[config.mk]
export PLATFORM = sky130hd
export DESIGN_NAME = flash_address_handler
export DESIGN_NICKNAME = d
export VERILOG_FILES = /design/src/rtl/flash_audio_pkg.sv /design/src/rtl/flash_addr_counter.sv /design/src/rtl/flash_address_handler.sv
export SDC_FILE = /design/constraint.sdc
export NUM_CORES = 1
export LEC_CHECK = 0
export CAP_MARGIN = 20
export CORE_MARGIN = 2
export CORE_UTILIZATION = 35
export DETAILED_ROUTE_END_ITERATION = 12
export MAX_ROUTING_LAYER = met4
export PLACE_DENSITY = 0.53
export REMOVE_ABC_BUFFERS = 1
export SYNTH_ARGS = -nofsm -noshare
export SYNTH_HDL_FRONTEND = slang
export SYNTH_HIERARCHICAL = 1
export SYNTH_SLANG_ARGS = --single-unit
[constraint.sdc]
create_clock -name clk -period 5.49 [get_ports clk]
set_input_delay 1.098 -clock clk [delete_from_list [all_inputs] [get_ports clk]]
set_output_delay 1.098 -clock clk [all_outputs]
set_load 0.05 [all_outputs]
[src/rtl/flash_audio_pkg.sv]
// Shared types and default song bounds for the flash audio reader blocks.
package flash_audio_pkg;

    localparam int FLASH_ADDR_W = 23;

    localparam logic [FLASH_ADDR_W-1:0] FLASH_START_ADDR = 23'h000000;
    localparam logic [FLASH_ADDR_W-1:0] FLASH_END_ADDR   = 23'h07FFFF;

    typedef enum logic [1:0] {
        WAIT_FIRST  = 2'd0,
        REQ         = 2'd1,
        WAIT_SECOND = 2'd2,
        ADVANCE     = 2'd3
    } fah_state_t;

endpackage

[src/rtl/flash_addr_counter.sv]
// Bounded up/down word-address counter with wrap pulse and restart load.
module flash_addr_counter #(
    parameter int                ADDR_W     = 23,
    parameter logic [ADDR_W-1:0] START_ADDR = '0,
    parameter logic [ADDR_W-1:0] END_ADDR   = '1
) (
    input  logic              clk,
    input  logic              rst,
    input  logic              i_load,
    input  logic              i_load_bwd,
    input  logic              i_step,
    input  logic              i_step_bwd,
    output logic [ADDR_W-1:0] o_addr,
    output logic              o_wrapped
);

    localparam logic [ADDR_W-1:0] ONE = ADDR_W'(1);

    logic [ADDR_W-1:0] r_addr;
    logic              r_wrapped;
    logic              w_at_start;
    logic              w_at_end;

    // Bounds are compared before stepping, so the add/subtract never overflows.
    assign w_at_start = (r_addr == START_ADDR);
    assign w_at_end   = (r_addr == END_ADDR);

    // NOTE: sequential state uses non-blocking assignments so every register
    // samples pre-edge values regardless of statement order.
    always_ff @(posedge clk) begin
        if (rst) begin
            r_addr    <= START_ADDR;
            r_wrapped <= 1'b0;
        end else begin
            r_wrapped <= 1'b0;
            if (i_load) begin
                r_addr <= i_load_bwd ? END_ADDR : START_ADDR;
            end else if (i_step) begin
                if (i_step_bwd) begin
                    if (w_at_start) begin
                        r_addr    <= END_ADDR;
                        r_wrapped <= 1'b1;
                    end else begin
                        r_addr <= r_addr - ONE;
                    end
                end else begin
                    if (w_at_end) begin
                        r_addr    <= START_ADDR;
                        r_wrapped <= 1'b1;
                    end else begin
                        r_addr <= r_addr + ONE;
                    end
                end
            end
        end
    end

    assign o_addr    = r_addr;
    assign o_wrapped = r_wrapped;

endmodule

[src/rtl/flash_address_handler.sv]
// Flash audio reader front end: owns the playback word address and issues one
// 32-bit read per two 16-bit samples, with pause, direction and restart control.
module flash_address_handler
    import flash_audio_pkg::*;
#(
    parameter int                ADDR_W     = FLASH_ADDR_W,
    parameter logic [ADDR_W-1:0] START_ADDR = ADDR_W'(FLASH_START_ADDR),
    parameter logic [ADDR_W-1:0] END_ADDR   = ADDR_W'(FLASH_END_ADDR)
) (
    input  logic              clk,
    input  logic              rst,
    input  logic              sample_tick,
    input  logic              play_en,
    input  logic              dir_bwd,
    input  logic              restart,
    input  logic              rd_done,
    output logic              rd_start,
    output logic [ADDR_W-1:0] rd_address,
    output logic              half_sel,
    output logic              sample_strobe,
    output logic              wrapped,
    output logic              overrun,
    output logic [1:0]        state
);

    fah_state_t r_state;
    fah_state_t w_next_state;

    logic r_dir_q;
    logic r_pending;
    logic r_rd_start;
    logic r_half_sel;
    logic r_sample_strobe;
    logic r_overrun;

    logic w_dir_q_nxt;
    logic w_pending_nxt;
    logic w_half_sel_nxt;
    logic w_strobe_nxt;
    logic w_overrun_nxt;

    logic w_play_tick;
    logic w_apply_restart;
    logic w_step;

    assign w_play_tick = sample_tick & play_en;

    // A restart seen in REQ waits for rd_done so the outstanding read is never abandoned.
    assign w_apply_restart = (r_state == REQ) ? (rd_done & (r_pending | restart)) : restart;
    assign w_step          = (r_state == ADVANCE);

    flash_addr_counter #(
        .ADDR_W     (ADDR_W),
        .START_ADDR (START_ADDR),
        .END_ADDR   (END_ADDR)
    ) u_counter (
        .clk        (clk),
        .rst        (rst),
        .i_load     (w_apply_restart),
        .i_load_bwd (dir_bwd),
        .i_step     (w_step),
        .i_step_bwd (r_dir_q),
        .o_addr     (rd_address),
        .o_wrapped  (wrapped)
    );

    always_ff @(posedge clk) begin
        if (rst) begin
            r_state         <= WAIT_FIRST;
            r_dir_q         <= 1'b0;
            r_pending       <= 1'b0;
            r_rd_start      <= 1'b0;
            r_half_sel      <= 1'b0;
            r_sample_strobe <= 1'b0;
            r_overrun       <= 1'b0;
        end else begin
            r_state         <= w_next_state;
            r_dir_q         <= w_dir_q_nxt;
            r_pending       <= w_pending_nxt;
            r_rd_start      <= (w_next_state == REQ);
            r_half_sel      <= w_half_sel_nxt;
            r_sample_strobe <= w_strobe_nxt;
            r_overrun       <= w_overrun_nxt;
        end
    end

    // NOTE: every combinational output gets a default first so no path infers a latch.
    always_comb begin
        w_next_state = r_state;
        case (r_state)
            WAIT_FIRST:  if (w_play_tick) w_next_state = REQ;
            REQ:         if (rd_done) w_next_state = (r_pending | restart) ? WAIT_FIRST : WAIT_SECOND;
            WAIT_SECOND: if (w_play_tick) w_next_state = ADVANCE;
            ADVANCE:     w_next_state = WAIT_FIRST;
            default:     w_next_state = WAIT_FIRST;
        endcase
        if (restart && (r_state != REQ)) w_next_state = WAIT_FIRST;
    end

    always_comb begin
        w_dir_q_nxt    = r_dir_q;
        w_pending_nxt  = r_pending;
        w_half_sel_nxt = r_half_sel;
        w_strobe_nxt   = 1'b0;
        w_overrun_nxt  = 1'b0;
        case (r_state)
            REQ: begin
                w_overrun_nxt = sample_tick;
                if (rd_done) begin
                    w_pending_nxt = 1'b0;
                    if (!(r_pending | restart)) begin
                        w_strobe_nxt   = 1'b1;
                        w_half_sel_nxt = r_dir_q;
                    end
                end else if (restart) begin
                    w_pending_nxt = 1'b1;
                end
            end
            WAIT_SECOND: begin
                if (w_play_tick && !restart) begin
                    w_strobe_nxt   = 1'b1;
                    w_half_sel_nxt = ~r_half_sel;
                end
            end
            ADVANCE:    w_dir_q_nxt = dir_bwd;
            default:    ;
        endcase
        if (w_apply_restart) begin
            w_half_sel_nxt = 1'b0;
            w_dir_q_nxt    = dir_bwd;
        end
    end

    assign rd_start      = r_rd_start;
    assign half_sel      = r_half_sel;
    assign sample_strobe = r_sample_strobe;
    assign overrun       = r_overrun;
    assign state         = r_state;

endmodule
Figure 1. Clock nets.
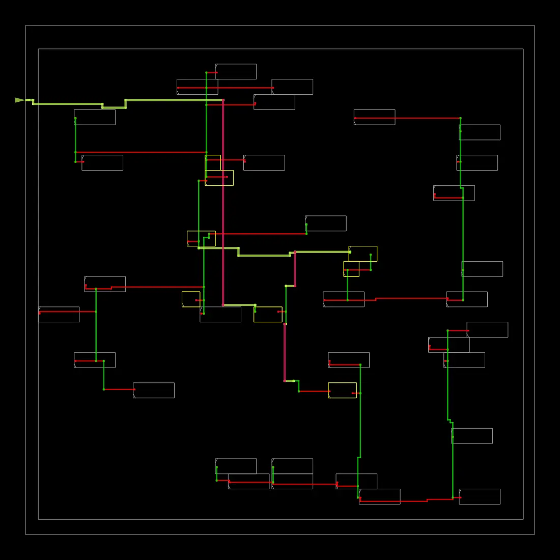
sequential cell count: 32
clock latency on the worst-skew pair: 0.29 ns

Figure 2. Wiring by layer.
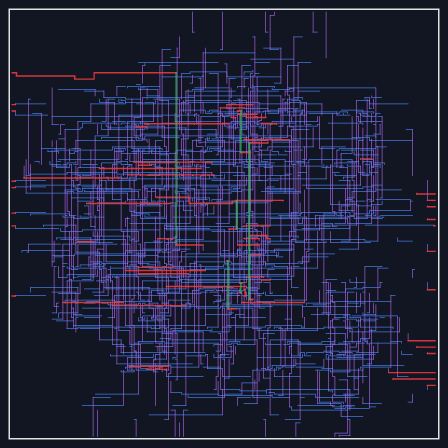
- green: M4 (wire length 97.2 um)
- purple: M2 (wire length 3,790 um)
- red: M3 (wire length 426 um)
- blue: M1 (wire length 4,090 um)

Figure 3. Gate-type map.
Bar = 20 um.
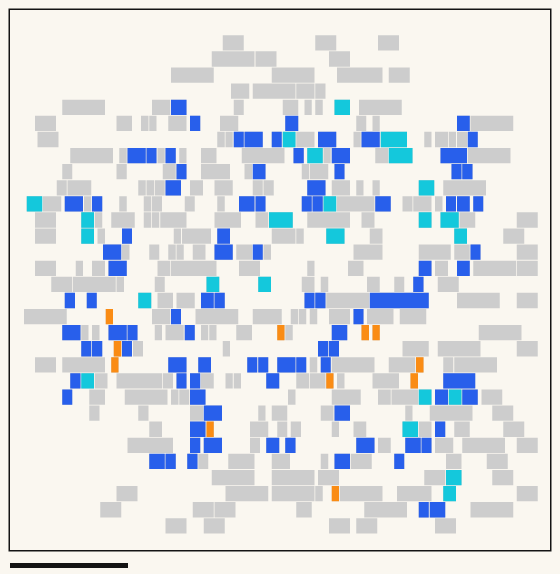
- cyan: and/or cells (cells 24)
- blue: aoi and oai cells (cells 96)
- orange: inv cells (cells 11)

==> out/metrics.cfg <==
[run_status]
status = finished clean

[route]
routed_wirelength_um = 8410
detail-route-antenna-nets = 0
wire_per_inst_um = 17.9
drt-initial-drc-count = 234
vias = 2829
vias_per_cell = 6.03
maxUsedRoutingLayer = met4

[pwr]
power_switching_share_pct = 39.9
pwr.group.sequential_mw = 0.284
internal_power_contribution_mw = 0.411
p_per_area_nw_per_um2 = 217
p_sw_mw = 0.273
combinational_cell_fraction_of_total_power_pct = 29.8

[yosys]
synth_seq_share_pct = 24.0
netlist_instances = 345
asyncSetResetFlopFracSynth_pct = 0
yosysUniqueCellTypes = 72
cells_in_synth_stat_txt = 345
ys_warns = 6
synth_area_per_cell_sq_um = 7.72

[clocking]
cts.root.buffer_cell = sky130_fd_sc_hd__clkbuf_8
max-clock-path-buffers = 2
postCtsSetupRepairBufs = 0
cts_hold_repair.buffers = 0
tritoncts = done
post_cts_resized = 0
worst_setup_hold_path_clk_slew_ns = 0.08
clock-sinks = 32
htree_levels = 2

[cells_and_area]
fillCellCount = 741
post-route-cell-area_sq_um = 3160
antenna-diode-count = 0
layout.cells.most_common = sky130_fd_sc_hd__clkdlybuf4s50_1
post-route-util_pct = 43.1

[global_route]
globalRouteMet1Util_pct = 28.9
grt_pass1_vias = 2564
gr-usage-all-layers_pct = 20.6
initial_antenna_violation_count = 0
grt_first_pass_wirelength_um = 13500
grt_use_met3_pct = 2.74

[floorplanning]
std_cell_rows = 31
die-area_sq_um = 8320
dieWidth_um = 91.2
core_area_sq_um = 7330
ios = 37
core_util_floorplan_pct = 36.3

[placement]
dp_hpwl_um = 5850
placed_cells_incl_taps = 460
placedInstanceArea_sq_um = 3060

[worst_setup_path]
crit_type = input port to flip-flop
critical_path_arrival_ns = 3.79
critPathLaunchType = input port
worst-path-buf-inv = 1
critPathSlowestCell = sky130_fd_sc_hd__nor2_1
critPathMaxFanout = 13
critical_path.cell_chain = clkdlybuf4s50_1 -> and2b_1 -> nor2_1 -> nor2_1 -> or4_1 -> o221ai_1 -> nor2_1 -> a221oi_1 -> nor3_1
cp_common_cell = sky130_fd_sc_hd__nor2_1

[timing]
maxSlewHeadroom_pct = 42.3
setup_ws_ns = 1.88
fin_hold_ws_ns = 0.525
hold_violations = 0
clock.fmax_ghz = 0.277
worstMarginPinSlew_ns = 0.857

[min_path]
hold_path.class = flip-flop to flip-flop

-- logic make-up (layout without fill, tap and decap cells) --
kind of cell	after synthesis	count (layout)	synth area share, %
flip-flops	32	32	24.0
AND/OR/NAND/NOR	150	150	34.3
adder cells (fa/ha/maj)	7	7	3.29
AND-OR/OR-AND	106	106	26.9
multiplexers	5	5	2.02
XOR/XNOR	13	13	4.27
buffers and inverters	32	57	5.17
-- worst paths after layout --
check	slack [ns]	cells after the start	from	endpoint
min reg2reg	0.52	1	u_counter/o_addr[22]	u_counter/o_addr[22]
max	1.88	9	rd_done	u_counter/o_addr[17]
min	0.52	1	u_counter/o_addr[22]	u_counter/o_addr[22]
max reg2reg	2.39	10	state[1]	u_counter/o_addr[17]
-- Yosys cell counts (9+ instances only) --
master / count / area, sq um
sky130_fd_sc_hd__a21oi_1: 35 / 175
sky130_fd_sc_hd__a31oi_1: 10 / 62.6
sky130_fd_sc_hd__and3_1: 9 / 56.3
sky130_fd_sc_hd__clkbuf_1: 12 / 45.0
sky130_fd_sc_hd__dfxtp_1: 32 / 641
sky130_fd_sc_hd__inv_1: 11 / 41.3
sky130_fd_sc_hd__nand2_1: 32 / 120
sky130_fd_sc_hd__nand3_1: 17 / 85.1
sky130_fd_sc_hd__nor2_1: 28 / 105
sky130_fd_sc_hd__o21ai_0: 15 / 75.1
-- final cells by class --
class | instances | area [sq um] | share of cell area [%]
Clock buffer | 5 | 68.8 | 2.18
Sequential cell | 32 | 641 | 20.3
Tap cell | 99 | 124 | 3.92
Timing Repair Buffer | 38 | 373 | 11.8
Inverter | 11 | 41.3 | 1.31
Clock inverter | 3 | 23.8 | 0.753
Multi-Input combinational cell | 281 | 1890 | 59.7
